==> config.mk <==
export PLATFORM = sky130hd
export DESIGN_NAME = prog_loader
export DESIGN_NICKNAME = d
export VERILOG_FILES = /design/src/rtl/prog_loader.sv
export SDC_FILE = /design/constraint.sdc
export NUM_CORES = 1
export LEC_CHECK = 0
export CAP_MARGIN = 30
export CORE_MARGIN = 4
export CORE_UTILIZATION = 35
export DETAILED_ROUTE_END_ITERATION = 8
export HOLD_SLACK_MARGIN = 0.05
export PLACE_DENSITY_LB_ADDON = 0.25
export SYNTH_ARGS = -nofsm -noshare
export SYNTH_HDL_FRONTEND = slang
export SYNTH_SLANG_ARGS = --single-unit
==> constraint.sdc <==
create_clock -name clka -period 2.6 [get_ports clka]
set_clock_uncertainty 0.1 [all_clocks]
set_input_delay 0.52 -clock clka [delete_from_list [all_inputs] [get_ports clka]]
set_output_delay 0.52 -clock clka [all_outputs]
set_load 0.005 [all_outputs]
==> src/rtl/prog_loader.sv <==
// Program loader: receives a framed byte stream (LEN, 2*LEN data bytes, CSUM), assembles
// 16-bit instructions, writes them into instruction memory and holds the core while loading.
module prog_loader #(
  parameter int unsigned INSTR_W = 16,
  parameter int unsigned ADDR_W  = 6,
  parameter int unsigned DEPTH   = 64
) (
  input  logic               clka,
  input  logic               reset,
  input  logic               start,
  input  logic [7:0]         byte_in,
  input  logic               byte_valid,
  output logic               byte_ready,
  output logic               we_ins,
  output logic [INSTR_W-1:0] load,
  output logic [ADDR_W-1:0]  load_addr,
  output logic               core_hold,
  output logic               busy,
  output logic               done,
  output logic               err
);

  // One extra counter bit lets a full-depth frame terminate without wrapping.
  localparam int unsigned CntW = ADDR_W + 1;

  typedef enum logic [2:0] {
    StIdle,
    StLen,
    StHi,
    StLo,
    StWrite,
    StCsum,
    StDone,
    StErr
  } state_e;

  state_e              state_q, state_d;
  logic [CntW-1:0]     cnt_q, cnt_d;
  logic [CntW-1:0]     len_q, len_d;
  logic [7:0]          sum_q, sum_d;
  logic [7:0]          hi_q, hi_d;
  logic [INSTR_W-1:0]  load_q, load_d;
  logic [ADDR_W-1:0]   addr_q, addr_d;
  logic                accept;
  logic                len_bad;

  assign accept  = byte_valid && byte_ready;
  assign len_bad = (byte_in == 8'd0) || (32'(byte_in) > DEPTH);

  always_comb begin
    state_d = state_q;
    cnt_d   = cnt_q;
    len_d   = len_q;
    sum_d   = sum_q;
    hi_d    = hi_q;
    load_d  = load_q;
    addr_d  = addr_q;
    unique case (state_q)
      StIdle, StDone, StErr: begin
        if (start) begin
          state_d = StLen;
          cnt_d   = '0;
          sum_d   = '0;
        end
      end
      StLen: begin
        if (accept) begin
          len_d   = CntW'(byte_in);
          state_d = len_bad ? StErr : StHi;
        end
      end
      StHi: begin
        if (accept) begin
          hi_d    = byte_in;
          sum_d   = sum_q + byte_in;
          state_d = StLo;
        end
      end
      StLo: begin
        if (accept) begin
          sum_d   = sum_q + byte_in;
          // Word and address are registered here so they are stable during WRITE and after.
          load_d  = INSTR_W'({hi_q, byte_in});
          addr_d  = cnt_q[ADDR_W-1:0];
          state_d = StWrite;
        end
      end
      StWrite: begin
        cnt_d   = cnt_q + CntW'(1);
        state_d = (cnt_d == len_q) ? StCsum : StHi;
      end
      StCsum: begin
        if (accept) begin
          state_d = (byte_in == sum_q) ? StDone : StErr;
        end
      end
      default: state_d = StIdle;
    endcase
  end

  always_ff @(posedge clka or negedge reset) begin
    if (!reset) begin
      state_q <= StIdle;
      cnt_q   <= '0;
      len_q   <= '0;
      sum_q   <= '0;
      hi_q    <= '0;
      load_q  <= '0;
      addr_q  <= '0;
    end else begin
      state_q <= state_d;
      cnt_q   <= cnt_d;
      len_q   <= len_d;
      sum_q   <= sum_d;
      hi_q    <= hi_d;
      load_q  <= load_d;
      addr_q  <= addr_d;
    end
  end

  always_comb begin
    byte_ready = (state_q == StLen) || (state_q == StHi) ||
                 (state_q == StLo)  || (state_q == StCsum);
    busy       = byte_ready || (state_q == StWrite);
    we_ins     = (state_q == StWrite);
    core_hold  = busy || (state_q == StErr);
    done       = (state_q == StDone);
    err        = (state_q == StErr);
    load       = load_q;
    load_addr  = addr_q;
  end

endmodule

Figure 1. The metal 2 layer.
Drawn at 3 px/µm.
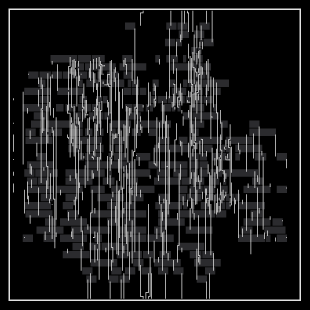
nets with wire on the layer: 281
longest straight run: 40.8 µm
wire length on this layer: 2900 µm
share of all routed wire: 50%
main direction: vertical
global routing usage on met2: 24.3%
Routed Wire Length: 5.84 mm
number of vias after detailed routing: 1982

Figure 2. Routing congestion map.
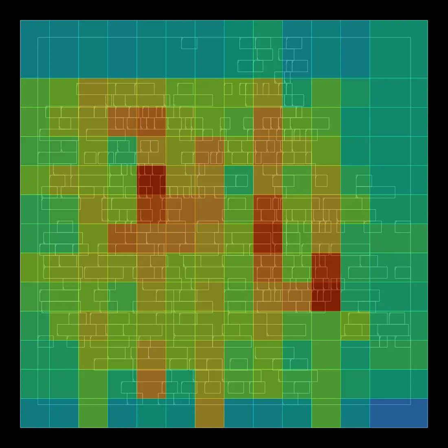
routed wire length per instance: 14.5 µm
global-route usage over all layers: 14.3%
GRT busiest layer: met2

Figure 3. Met3 routing.
Drawn at 3 px/µm.
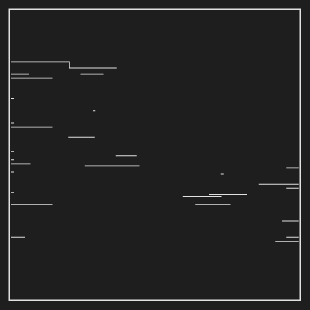
main direction: horizontal
share of all routed wire: 3.7%
met3 Use GR: 3.33%

Figure 4. Gate families picked out.
Drawn at 4 px/µm.
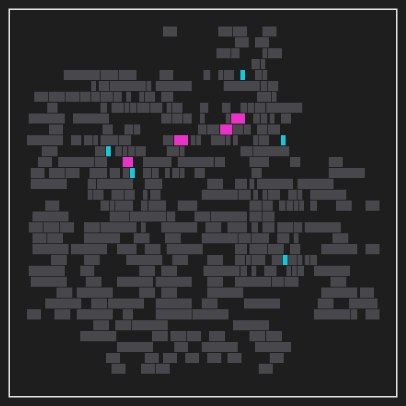
legend:
  non-inverting ao/oa cells:
    color: magenta
    cells: 4
    most_used: o311a_1
  inv cells:
    color: cyan
    cells: 5
    most_used: inv_1

Figure 5. Cells by drive strength.
Drawn at 4 px/µm.
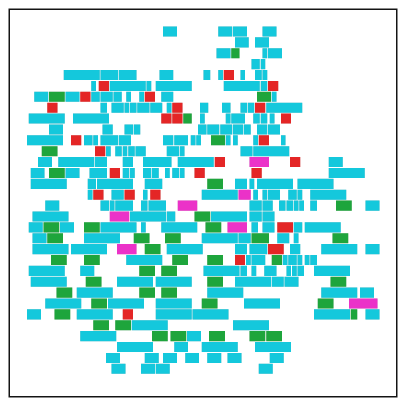
legend:
  x6 and larger:
    color: magenta
    cells: 7
    most_used: clkbuf_8
  x3 and x4:
    color: red
    cells: 26
    most_used: buf_4
  x2:
    color: green
    cells: 44
    most_used: mux2_2
  x1 and smaller:
    color: cyan
    cells: 224
    most_used: dfrtp_1

==> metrics.yaml <==
outcome: "completed"
core_region_area_um2: 7690
grt_antenna_before_repair: 0
initial_utilization_pct: 35.7
comb.multi_input.count: 171
met1Wirelength_mm: 2.67
cts_root_buf: "clkbuf_8"
top_cell_area_share_pct: 50.2
worstPathArrival_ns: 2.53
routed.top_layer: "met4"
cp_max_fanout: 5
cts_sinks: 55
ys_sh_simple_pct: 11.4
power.clock.fraction_pct: 13.1
finish.net_count: 321
gp_congestion: 0.831
die_width_um: 96.5
finish.cell_count_without_fillers: 403
post-route-worst-setup-slack_ns: 0.163
floorplan.nets: 262
synth-seq-cells: 55
hp-class: "primary input to async pin"
final-hold-violation-count: 0
post_synth_xor_area_fraction_pct: 5.75
grt_remaining_overflow: 0
layout.cells.largest_class: "flip-flops and latches"
drt_first_pass_iters: 4
fin_area_um2: 3490
crit_required_ns: 2.70
chipHeight_um: 96.5
combGateArea_um2: 1300
met3RoutedLength_um: 213
peakVddDrop_mv: 0.483
crit_path_frequent_cell: "a21oi_1"
total_leakage_power_nw: 1.52
lay_top_cells: "55 x dfrtp_1, 38 x clkdlybuf4s50_1, 37 x mux2_2"
yosys_warnings: 0
cts_buffers: 5
area_growth_pct: 27.2
grt_use_met1_pct: 18.5
worstSetupPathType: "primary input to flop"
cts_max_path_buffers: 2
sequentialPowerShare_pct: 39.2
ordered_cell_list_for_the_critical_path: "clkdlybuf4s50_1 -> ha_1 -> fa_1 -> a21o_1 -> a21oi_1 -> o21bai_1 -> a21oi_1 -> xor2_1 -> o22ai_1"
rows: 32
sequential_cell_area_um2: 1380
cts_hold_buffers: 0
yosys-stat-area_um2: 2740
critical-path-max-stage-delay_ns: 0.49
timing.slew.headroom_pct: 72.6
mappedNetlistArea_um2: 2740
